File: config.mk
export PLATFORM = sky130hd
export DESIGN_NAME = sar_search
export DESIGN_NICKNAME = d
export VERILOG_FILES = /design/src/rtl/sar_search_pkg.sv /design/src/rtl/sar_search.sv
export SDC_FILE = /design/constraint.sdc
export NUM_CORES = 1
export LEC_CHECK = 0
export CORE_MARGIN = 1.5
export CORE_UTILIZATION = 39
export CTS_BUF_LIST = sky130_fd_sc_hd__clkbuf_8
export CTS_CLUSTER_DIAMETER = 150
export CTS_CLUSTER_SIZE = 28
export DETAILED_ROUTE_END_ITERATION = 16
export GPL_ROUTABILITY_DRIVEN = 0
export PLACE_DENSITY = 0.66
export SYNTH_ARGS = -nofsm -noshare
export SYNTH_HDL_FRONTEND = slang
export SYNTH_SLANG_ARGS = --single-unit
export TNS_END_PERCENT = 5
File: constraint.sdc
create_clock -name clk -period 1.8 [get_ports clk]
set_input_delay 0.18 -clock clk [delete_from_list [all_inputs] [get_ports clk]]
set_output_delay 0.18 -clock clk [all_outputs]
set_load 0.05 [all_outputs]
File: src/rtl/sar_search_pkg.sv
// Shared types and helpers for the successive-approximation search controller.
package sar_search_pkg;

  typedef enum logic [1:0] {
    IDLE  = 2'd0,
    PROBE = 2'd1,
    DONE  = 2'd2
  } state_t;

  // Probe counter must hold the value WIDTH itself, not just WIDTH-1.
  function automatic int cnt_width(input int width);
    return $clog2(width + 1);
  endfunction

endpackage

File: src/rtl/sar_search.sv
// Bit-serial successive-approximation controller: drives a trial value into an
// external comparator and rebuilds the unknown operand from its one-hot flags.
module sar_search
  import sar_search_pkg::*;
#(
  parameter int WIDTH = 4,
  parameter int CNT_W = cnt_width(WIDTH)
) (
  input  logic             clk,
  input  logic             rst_n,
  input  logic             start,
  output logic [WIDTH-1:0] probe,
  input  logic             a_gt_b,
  input  logic             a_lt_b,
  input  logic             a_eq_b,
  output logic             busy,
  output logic             done,
  output logic [WIDTH-1:0] result,
  output logic [CNT_W-1:0] probes,
  output logic             err
);

  localparam int K_W = $clog2(WIDTH);
  localparam logic [WIDTH-1:0] MSB_ONLY = {1'b1, {(WIDTH-1){1'b0}}};
  localparam logic [K_W-1:0]   K_TOP    = K_W'(WIDTH - 1);

  state_t           state;
  logic [K_W-1:0]   k;
  logic [WIDTH-1:0] trial;
  logic [WIDTH-1:0] last_probe;
  logic             flags_ok;

  // Exactly one of the three comparator flags may be high.
  always_comb begin
    flags_ok = 1'b0;
    case ({a_gt_b, a_lt_b, a_eq_b})
      3'b100, 3'b010, 3'b001: flags_ok = 1'b1;
      default:                flags_ok = 1'b0;
    endcase
  end

  // Next trial: drop bit k if we overshot, then tentatively set the next bit down.
  always_comb begin
    trial = probe;
    if (a_gt_b) trial[k] = 1'b0;
    if (k != '0) trial[k - 1'b1] = 1'b1;
  end

  always_comb begin
    last_probe = probe;
    if (a_gt_b) last_probe[0] = 1'b0;
  end

  always_ff @(posedge clk or negedge rst_n) begin
    if (!rst_n) begin
      state  <= IDLE;
      probe  <= '0;
      k      <= '0;
      busy   <= 1'b0;
      done   <= 1'b0;
      result <= '0;
      probes <= '0;
      err    <= 1'b0;
    end else begin
      case (state)
        IDLE: begin
          done <= 1'b0;
          if (start) begin
            state  <= PROBE;
            probe  <= MSB_ONLY;
            k      <= K_TOP;
            probes <= '0;
            err    <= 1'b0;
            result <= '0;
            busy   <= 1'b1;
          end
        end
        PROBE: begin
          probes <= probes + 1'b1;
          if (!flags_ok) begin
            err    <= 1'b1;
            result <= '0;
            done   <= 1'b1;
            state  <= DONE;
          end else if (a_eq_b) begin
            result <= probe;
            done   <= 1'b1;
            state  <= DONE;
          end else if (k == '0) begin
            result <= last_probe;
            done   <= 1'b1;
            state  <= DONE;
          end else begin
            probe <= trial;
            k     <= k - 1'b1;
          end
        end
        DONE: begin
          done  <= 1'b0;
          busy  <= 1'b0;
          state <= IDLE;
        end
        default: begin
          state <= IDLE;
          busy  <= 1'b0;
          done  <= 1'b0;
        end
      endcase
    end
  end

endmodule
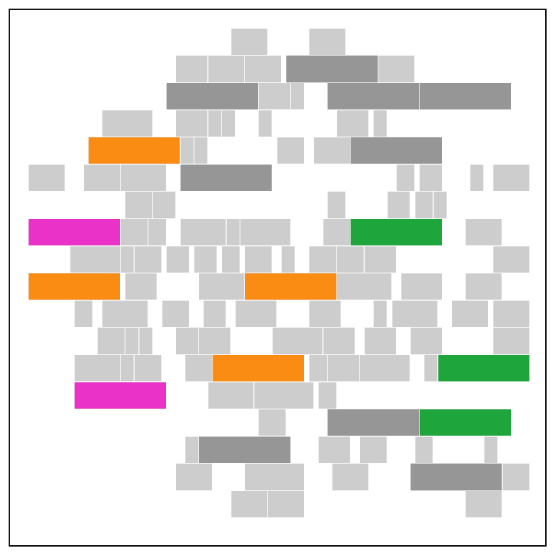
(run_1/flops_by_reg.png)
Drawn at 10 px/um.
| color | signal | flops |
|---|---|---|
| green | probes | 3 |
| orange | probe | 4 |
| magenta | k | 2 |
not colored: 9

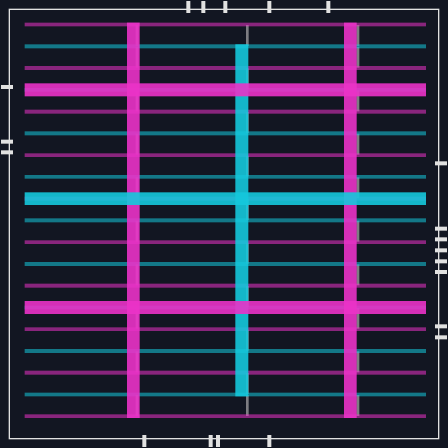
(run_1/power_grid.png)
Drawn at 8 px/um. Pins as bars on the die edge. Tap cells in gray.
| color | net |
|---|---|
| magenta | VSS |
| cyan | VDD |
rows: 18
tap cells: 30
signal pins: 20
met1 rails: 19
Core Area: 2450 um^2
maximum vdd drop: 852 uV
die span in y: 53.5 um

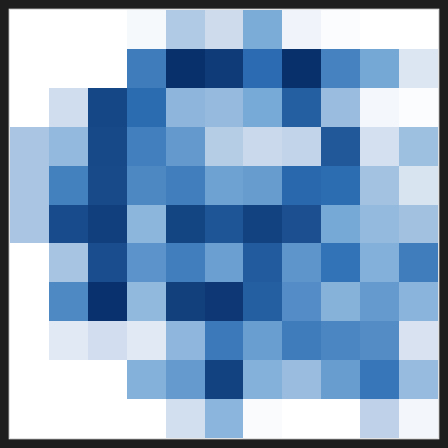
(run_1/cell_density.png)
Drawn at 8 px/um. The die is cut into 11 by 11 equal tiles; white is low, dark blue is high, 0 to 100% covered.
nearly empty tiles: 18%
tiles over 75% full: 21%
mean over tiles: 44%
densest ninth of the die: middle
fullest tile: 100%

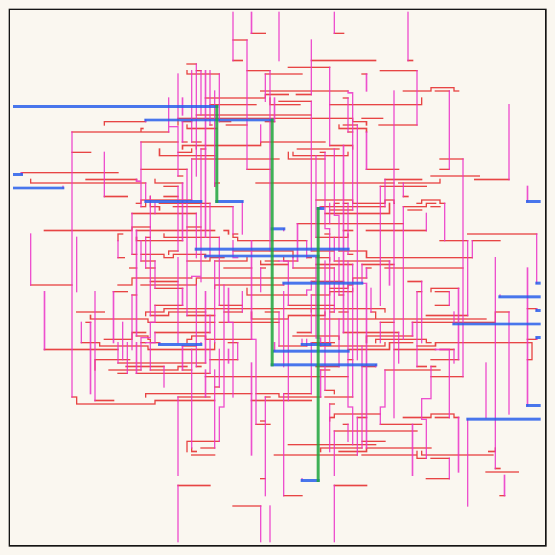
(run_1/wires.png)
Drawn at 10 px/um.
| color | layer | wire length |
|---|---|---|
| red | metal 1 | 1030 um |
| magenta | metal 2 | 1090 um |
| blue | metal 3 | 131 um |
| green | metal 4 | 61.2 um |
routed vias: 821
Routed wire per std cell: 15.6 um

## run 1: layout make-up
cell class,count,area share [%]
Timing Repair Buffer,25,18.1
Multi-Input combinational cell,63,37.9
Tap cell,30,2.88
Clock buffer,4,4.23
Sequential cell,18,34.6
Inverter,8,2.31
## run 1: layer usage
| metal | share of wire (%) | routed length, um |
|---|---|---|
| met3 | 5.6 | 130 |
| met1 | 44 | 1030 |
| met5 | 0 | 0 |
| met2 | 47 | 1090 |
| met4 | 2.6 | 61 |
## run 1: registers in the layout, indices dropped and copies added, names as in the netlist
signal,count
err,1
busy,1
state,2
result,4
k,2
done,1
probe,4
probes,3
## run 1: cells in the mapped netlist (2+ instances only)
master	instances	share of area (%)
o211ai_1	4	3.0
nor2b_1	2	1.3
nor2_1	2	0.75
o21ai_1	2	1.0
a22o_1	3	2.6
o21ai_0	3	1.5
ha_1	5	6.3
a21oi_1	4	2.0
dfrtp_1	18	45
o32ai_1	3	2.6
nand2_1	9	3.4
o211ai_2	2	2.5
inv_1	8	3.0
o311ai_1	2	1.8
buf_2	2	1.0
## run 1: cell families (layout without fill, tap and decap cells)
kind of cell               after synthesis  in the layout  share of synthesized area [%]
AOI/OAI and AO/OA                       31             31                           23.4
and+or+nand+nor                         23             23                           14.6
DFF                                     18             18                           45.3
buffers and inverters                   11             37                           5.16
adders and majority gates                5              5                           6.29
xor gates and xnor gates                 3              3                           4.15
muxes                                    1              1                           1.13
## run 1: power by group through the flow
stage,registers [mW],logic (mW),clock network [mW]
floorplan,0.987,0.398,0
global placement,0.671,1.06,0
detailed placement,0.674,1.07,0
CTS,0.668,1.08,0.350
global route,0.686,1.16,0.362
finish,0.668,1.08,0.338
## run 1: final timing paths
kind	endpoint	slack (ns)
max	probe[1]	0.09
min reg2reg	err	0.51
max in group asynchronous	result[3]	1.36
min in group clk	err	0.51
max reg2reg	probe[1]	0.09
min	busy	0.24
## run 1: stage by stage
step	instance area, um^2	cells	setup WS [ns]
5_1_grt	1300	148	0.0367
3_3_place_gp	1250	144	0.135
6_report	1300	148	0.0940
2_1_floorplan	995	92	0.0915
3_5_place_dp	1250	144	0.110
4_1_cts	1300	148	0.0941
## run 1: critical path, delay by kind of cell (launching register included)
| family | cells | cell delay, ns |
|---|---|---|
| AOI/OAI and AO/OA | 2 | 0.28 |
| adders and majority gates | 1 | 0.28 |
| buffers and inverters | 1 | 0.08 |
| DFF | 1 | 0.34 |
| and+or+nand+nor | 1 | 0.59 |
==> results.sh, run 1 <==
# physical design summary
export IMPL_grt_pass1_wl_um=3660
export IMPL_synthFlopType="dfrtp_1"
export IMPL_clk_pin_slew_worst_paths_ns=0.07
export IMPL_ys_chip_area_um2=995
export IMPL_fp_utilization_pct=40.5
export IMPL_combPwrFrac_pct=51.7
export IMPL_ys_cells=92
export IMPL_tightest_slew_ns=0.498
export IMPL_mi_logic_area_um2=493
export IMPL_cp_slowest_stage_delay_ns=0.59
export IMPL_mostFrequentLayoutCell="clkdlybuf4s50_1"
export IMPL_die_area_um2=2860
export IMPL_syn_area_um2=995
export IMPL_synth_cell_type_count=38
export IMPL_max_slew_margin_rel_pct=66.7
export IMPL_outcome="finished clean"
export IMPL_cp_max_fo=5
export IMPL_rsz0062_at_grt="no"
export IMPL_postCtsHoldBufs=0
export IMPL_grt_pass1_vias=781
export IMPL_synth_seq_cells=18
export IMPL_drv_slew=0
export IMPL_p_sw_mw=0.951
export IMPL_critPathCaptureType="flop"
export IMPL_portBuffers=19
export IMPL_overflow=0
export IMPL_cts_resized=0
export IMPL_syn_nets=103
export IMPL_crit_type="flop to flop"
export IMPL_drt_iter0_markers=15
export IMPL_ys_warn_count=0
export IMPL_syn_to_final_growth_pct=30.8
export IMPL_dr_pass1_iters=4
export IMPL_fin_nets=130
export IMPL_layout_top_cells="19 x clkdlybuf4s50_1, 18 x dfrtp_1, 9 x nand2_1"
export IMPL_p_int_mw=1.13
export IMPL_power_mw=2.08
export IMPL_drive_gt1_share_pct=16.9
export IMPL_viasPerCell=5.55
export IMPL_postCtsSetupBuffers=0
export IMPL_seqPwrFrac_pct=32.1
export IMPL_synth_edff_count=0
export IMPL_ff2ff_path_depth=5
export IMPL_cts_max_path_buffers=2
export IMPL_use_met2_pct=28.6
export IMPL_fin_hold_ws_ns=0.244
export IMPL_fin_util_pct=53.0
export IMPL_diodes=0
export IMPL_finalSetupTns_ns=0
export IMPL_min_period_ns=1.71
export IMPL_grt_max_degree=19
export IMPL_hp_class="input port to async pin"
export IMPL_setup_viol=0
export IMPL_cap_violations=0
export IMPL_ys_seq_share_pct=45.3
export IMPL_antenna_found_initial=0
export IMPL_drt_wl_total_um=2310
export IMPL_drc_errors=0
export IMPL_dpl_hpwl_um=1670
export IMPL_crit_start="k[0]"
export IMPL_fillCellCount=219
export IMPL_grtUsageMet3_pct=5.93
export IMPL_power_density_nw_per_um2=1600
export IMPL_hold_violations=0
export IMPL_top_usage_layer="met2"
export IMPL_ioPinCount=20
export IMPL_numCtsBuffers=3
export IMPL_sw_frac_of_total_pct=45.7
export IMPL_openroad_warnings=29
export IMPL_worst_ep_required_time_ns=1.93
export IMPL_htree_levels=1
export IMPL_ant_nets=0
export IMPL_rows=18
export IMPL_grtUsageTotal_pct=18.5
export IMPL_crit_chain="inv_1 > ha_1 > or4b_4 > o211ai_2 > o211ai_1"
export IMPL_netlist_instances=92
export IMPL_leakage_nw=0.554
export IMPL_avgSynthCellArea_um2=10.8
export IMPL_period_used_pct=94.8
export IMPL_insertion_delay_ns=0.26
export IMPL_finalClockSkew_ns=0.00429
export IMPL_synth_async_reset_ratio_pct=100
export IMPL_cts_tree="built"
export IMPL_met1_usage_pct=22.6
export IMPL_cp_arrival_ns=1.84
export IMPL_clock_sinks=18
export IMPL_fmax_ghz=0.586
export IMPL_critPathLaunchType="flop"
export IMPL_chipWidth_um=53.5
export IMPL_seqCellArea_um2=450
==> run_1/clocks.png <==
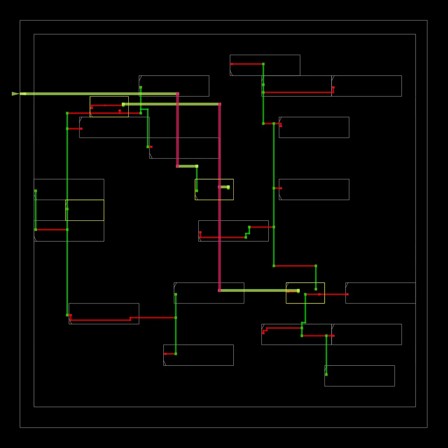

## Run 2: what changed since run 1
--- a/config.mk
+++ b/config.mk
@@ -12,7 +12,6 @@
 export CTS_CLUSTER_SIZE = 28
 export DETAILED_ROUTE_END_ITERATION = 16
 export GPL_ROUTABILITY_DRIVEN = 0
-export PLACE_DENSITY = 0.66
 export SYNTH_ARGS = -nofsm -noshare
 export SYNTH_HDL_FRONTEND = slang
 export SYNTH_SLANG_ARGS = --single-unit
==> constraint.sdc (replaced) <==
create_clock -name clk -period 2 [get_ports clk]
set_input_delay 0.2 -clock clk [delete_from_list [all_inputs] [get_ports clk]]
set_output_delay 0.2 -clock clk [all_outputs]
set_load 0.05 [all_outputs]
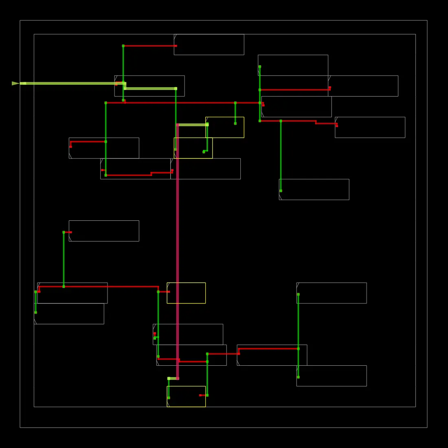
(run_2/clocks.png)
Clock Skew: 0.00490 ns
flop count: 18

==> results.sh, run 2 <==
# physical design summary
export IMPL_outcome="finished clean"
export IMPL_rows=18
export IMPL_ys_sh_aoi_pct=23.4
export IMPL_drt_wl_total_um=2220
export IMPL_synth_cell_type_count=38
export IMPL_ff2ff_path_depth=5
export IMPL_ioPinCount=20
export IMPL_syn_nets=103
export IMPL_worst_ep_required_time_ns=2.13
export IMPL_postCtsSetupBuffers=0
export IMPL_synth_most_common_cell="dfrtp_1"
export IMPL_diodes=0
export IMPL_drive_gt1_share_pct=14.9
export IMPL_dr_pass1_iters=4
export IMPL_numCtsBuffers=3
export IMPL_reg_top3="probe x4, result x4, probes x3"
export IMPL_hp_class="input port to async pin"
export IMPL_cp_slowest_stage_delay_ns=0.58
export IMPL_antenna_found_initial=0
export IMPL_grt_pass1_wl_um=3590
export IMPL_mux_share_pct=1.13
export IMPL_irDropWorstVdd_uv=970
export IMPL_die_h_um=53.5
export IMPL_avgRoutedWirePerCell_um=15.4
export IMPL_clk_pin_slew_worst_paths_ns=0.07
export IMPL_seqPwrFrac_pct=33.8
export IMPL_simple_gate_share_pct=14.6
export IMPL_avgSynthCellArea_um2=10.8
export IMPL_p_sw_mw=0.842
export IMPL_drc_errors=0
export IMPL_fa_ha_area_share_pct=6.29
export IMPL_grt_max_degree=19
export IMPL_r2r_slack_ns=0.20
export IMPL_grt_pass1_vias=751
export IMPL_period_used_pct=90.2
export IMPL_crit_chain="inv_1 > ha_2 > or4b_4 > nor2_4 > o32ai_1"
export IMPL_fp_utilization_pct=40.5
export IMPL_ys_chip_area_um2=995
export IMPL_yosysTopAreaCell="dfrtp_1"
export IMPL_portBuffers=19
export IMPL_insertion_delay_ns=0.26
export IMPL_syn_to_final_growth_pct=28.9
export IMPL_fin_util_pct=52.2
export IMPL_finalSetupTns_ns=0
export IMPL_cp_num_buf_inv=1
export IMPL_ys_top_cells_by_count="18 x dfrtp_1, 9 x nand2_1, 8 x inv_1, 5 x ha_1"
export IMPL_synth_async_reset_ratio_pct=100
export IMPL_top_area_share_pct=45.3
export IMPL_coreArea_um2=2450
export IMPL_synth_seq_cells=18
export IMPL_hold_violations=0
export IMPL_cp_max_fo=7
export IMPL_synthFlopType="dfrtp_1"
export IMPL_synth_edff_count=0
export IMPL_openroad_warnings=29
export IMPL_leakage_nw=0.535
export IMPL_drt_iter0_markers=13
export IMPL_drv_slew=0
export IMPL_synthTopCellsByArea="dfrtp_1 45%, ha_1 6.3%, nand2_1 3.4%"
export IMPL_layout_top_cells="19 x clkdlybuf4s50_1, 18 x dfrtp_1, 9 x nand2_1"
export IMPL_syn_area_um2=995
export IMPL_cp_arrival_ns=1.93
export IMPL_combPwrFrac_pct=49.7
export IMPL_fin_nets=126
export IMPL_clock_sinks=18
export IMPL_ant_nets=0
export IMPL_die_area_um2=2860
export IMPL_cap_violations=0
export IMPL_power_density_nw_per_um2=1430
export IMPL_dpl_hpwl_um=1560
export IMPL_min_period_ns=1.80
export IMPL_netlist_instances=92
export IMPL_mostFrequentLayoutCell="clkdlybuf4s50_1"
export IMPL_chipWidth_um=53.5
export IMPL_fmax_ghz=0.554
export IMPL_ys_cells=92
export IMPL_vias=784
export IMPL_grtUsageTotal_pct=17.7
export IMPL_rsz0062_at_grt="no"
export IMPL_cp_depth=5
export IMPL_critPathCaptureType="flop"
export IMPL_p_int_mw=0.997
export IMPL_setup_viol=0
export IMPL_power_mw=1.84
export IMPL_critPathLaunchType="flop"
export IMPL_cts_max_path_buffers=2
export IMPL_synth_xor_area_share_pct=4.15
export IMPL_max_slew_margin_rel_pct=66.5
export IMPL_tightest_slew_ns=0.501
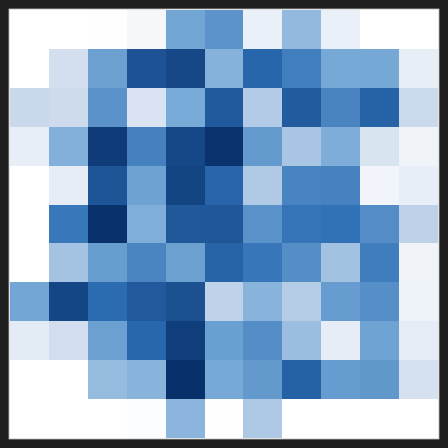
(run_2/cell_density.png)
Drawn at 8 px/um. The die is cut into 11 by 11 equal tiles; white is low, dark blue is high, 0 to 100% covered.
mean over tiles: 44%
fullest tile: 100%
densest ninth of the die: middle
nearly empty tiles: 17%

## run 2: repair_timing
action,CTS,global route
gates resized,0,2
setup endpoints to repair,0,2
hold endpoints to repair,0,0
hold buffers,0,0
## run 2: per-stage QoR
| stage | setup slack [ns] | instance area (um^2) | std cells | hold WS, ns |
|---|---|---|---|---|
| global placement | 0.202 | 1220 | 140 | 0.497 |
| detailed placement | 0.166 | 1220 | 140 | 0.495 |
| global route | 0.0766 | 1280 | 144 | 0.300 |
| floorplan | 0.292 | 995 | 92 | -0.0956 |
| finish | 0.195 | 1280 | 144 | 0.265 |
| CTS | 0.149 | 1270 | 144 | 0.280 |
## run 2: routing by layer
metal	vias to the layer above	share of wire, %	wire [um]	GRT usage (%)
met5	-	0	0	0
met4	0	1.5	33	8.12
met3	2	3.4	75	2.54
met2	14	48	1060	27.2
met1	390	47	1050	24.5
li1	378	-	-	-
## run 2: cells by family after synthesis
kind of cell / Yosys count
adders and majority gates: 5
AOI/OAI and AO/OA: 31
DFF: 18
xor gates and xnor gates: 3
muxes: 1
buffers and inverters: 11
and+or+nand+nor: 23
## run 2: cell type report
type / instances / area [um^2]
clock buffer: 4 / 55.1
fill: 235 / 1170
inverter: 8 / 30.0
multi-input combinational: 63 / 504
sequential: 18 / 450
tap: 30 / 37.5
timing repair buffer: 21 / 205
## run 2: path summary, 6_finish.rpt
kind | to | startpoint
setup reg to reg | result[3] | k[0]
min in group clk | err | err
setup / recovery | result[3] | k[0]
hold / removal | probes[1] | rst_n
max in group asynchronous | k[1] | rst_n
hold reg to reg | err | err
## run 2: power by group through the flow
stage                     sequential (mW)  clock (mW)  combinational [mW]
final                               0.621       0.305               0.913
after global routing                0.646       0.324               0.980
after CTS                           0.620       0.310               0.906
after detailed placement            0.627           0               0.900
after global placement              0.624           0               0.900
after floorplan                     0.889           0               0.359
## Run 3: what changed since run 2
--- a/config.mk
+++ b/config.mk
@@ -12,6 +12,7 @@
 export CTS_CLUSTER_SIZE = 28
 export DETAILED_ROUTE_END_ITERATION = 16
 export GPL_ROUTABILITY_DRIVEN = 0
+export SETUP_SLACK_MARGIN = 0.05
 export SYNTH_ARGS = -nofsm -noshare
 export SYNTH_HDL_FRONTEND = slang
 export SYNTH_SLANG_ARGS = --single-unit
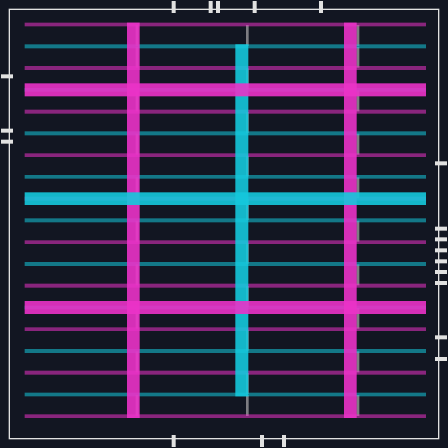
(run_3/power_grid.png)
Drawn at 8 px/um. Pins as bars on the die edge. Tap cells in gray.
| color | net |
|---|---|
| magenta | VSS |
| cyan | VDD |
met1 rails: 19
rows: 18

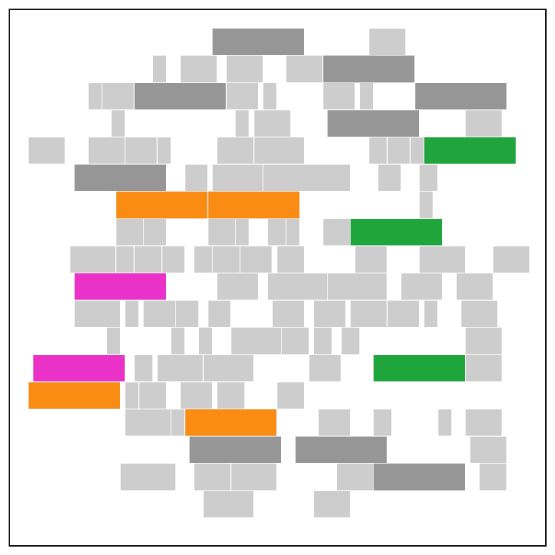
(run_3/flops_by_reg.png)
Drawn at 10 px/um.
| color | signal | flops |
|---|---|---|
| green | probes | 3 |
| magenta | k | 2 |
| orange | probe | 4 |

==> results.sh, run 3 <==
# physical design summary
export IMPL_hp_class="input port to async pin"
export IMPL_finalClockSkew_ns=0.00490
export IMPL_drt_wl_total_um=2220
export IMPL_synthTopCellsByArea="dfrtp_1 45%, ha_1 6.3%, nand2_1 3.4%"
export IMPL_numCtsBuffers=3
export IMPL_tightest_slew_ns=0.501
export IMPL_clk_pin_slew_worst_paths_ns=0.07
export IMPL_dr_pass1_iters=4
export IMPL_insertion_delay_ns=0.26
export IMPL_synth_most_common_cell="dfrtp_1"
export IMPL_grt_pass1_vias=751
export IMPL_coreArea_um2=2450
export IMPL_ff2ff_path_depth=5
export IMPL_fmax_ghz=0.554
export IMPL_synth_edff_count=0
export IMPL_clock_sinks=18
export IMPL_cp_slowest_stage_delay_ns=0.58
export IMPL_ys_cells=92
export IMPL_syn_nets=103
export IMPL_cp_arrival_ns=1.93
export IMPL_cp_max_fo=7
export IMPL_ioPinCount=20
export IMPL_min_period_ns=1.80
export IMPL_cp_num_buf_inv=1
export IMPL_postCtsHoldBufs=0
export IMPL_irDropWorstVdd_uv=970
export IMPL_outcome="finished clean"
export IMPL_grtUsageTotal_pct=17.7
export IMPL_rsz0062_at_grt="no"
export IMPL_grt_pass1_wl_um=3590
export IMPL_power_density_nw_per_um2=1430
export IMPL_synthFlopType="dfrtp_1"
export IMPL_syn_area_um2=995
export IMPL_portBuffers=19
export IMPL_vias=784
-- run 3: cell counts after synthesis --
No cell type changed its count.
-- run 3: routing by layer --
layer / global-route usage [%] / up-vias / part of all wire, %
met1: 24.5 / 390 / 47
met5: 0 / - / 0
met2: 27.2 / 14 / 48
met3: 2.54 / 2 / 3.4
li1: - / 378 / -
met4: 8.12 / 0 / 1.5
-- run 3: area by class of cell --
cell class / instances / area, um^2 / share of cell area, %
Sequential cell: 18 / 450 / 35.1
Timing Repair Buffer: 21 / 205 / 16.0
Tap cell: 30 / 37.5 / 2.93
Multi-Input combinational cell: 63 / 504 / 39.3
Inverter: 8 / 30.0 / 2.34
Clock buffer: 4 / 55.1 / 4.29
-- run 3: repair_timing --
item	in CTS	in global routing
gates resized	0	2
setup endpoints to repair	0	6
setup buffers	0	0
-- run 3: worst max-delay path by stage --
stage | from | end | slack [ns]
3_5_place_dp | k[0] | result[2] | 0.17
5_1_grt | k[0] | probe[0] | 0.08
6_report | k[0] | result[3] | 0.20
3_3_place_gp | k[1] | probe[0] | 0.20
4_1_cts | k[0] | result[3] | 0.15
2_1_floorplan | k[0] | probe[0] | 0.29
-- run 3: cells by family after synthesis --
| kind of cell | Yosys count | share of synthesized area, % |
|---|---|---|
| adders and majority gates | 5 | 6.29 |
| AOI/OAI and AO/OA | 31 | 23.4 |
| xor gates and xnor gates | 3 | 4.15 |
| buffers and inverters | 11 | 5.16 |
| DFF | 18 | 45.3 |
| and+or+nand+nor | 23 | 14.6 |
| muxes | 1 | 1.13 |
-- run 3: power breakdown --
part / internal, mW / total (mW) / leakage [nW] / switching, mW
logic: 0.341 / 0.913 / 0.280 / 0.572
clock network: 0.175 / 0.305 / 0.0288 / 0.130
registers: 0.481 / 0.621 / 0.226 / 0.140
-- run 3: through the flow --
| stage | worst slack [ns] | instances | utilization, % | hold slack (ns) | power, mW |
|---|---|---|---|---|---|
| floorplan | 0.292 | 92 | - | -0.0956 | 1.25 |
| global placement | 0.202 | 140 | 49.5 | 0.497 | 1.52 |
| detailed placement | 0.166 | 140 | 49.5 | 0.495 | 1.53 |
| CTS | 0.149 | 144 | 51.8 | 0.280 | 1.84 |
| global route | 0.0766 | 144 | 52.2 | 0.300 | 1.95 |
| finish | 0.195 | 144 | 52.2 | 0.265 | 1.84 |
Power and IR drop assume default switching activity.
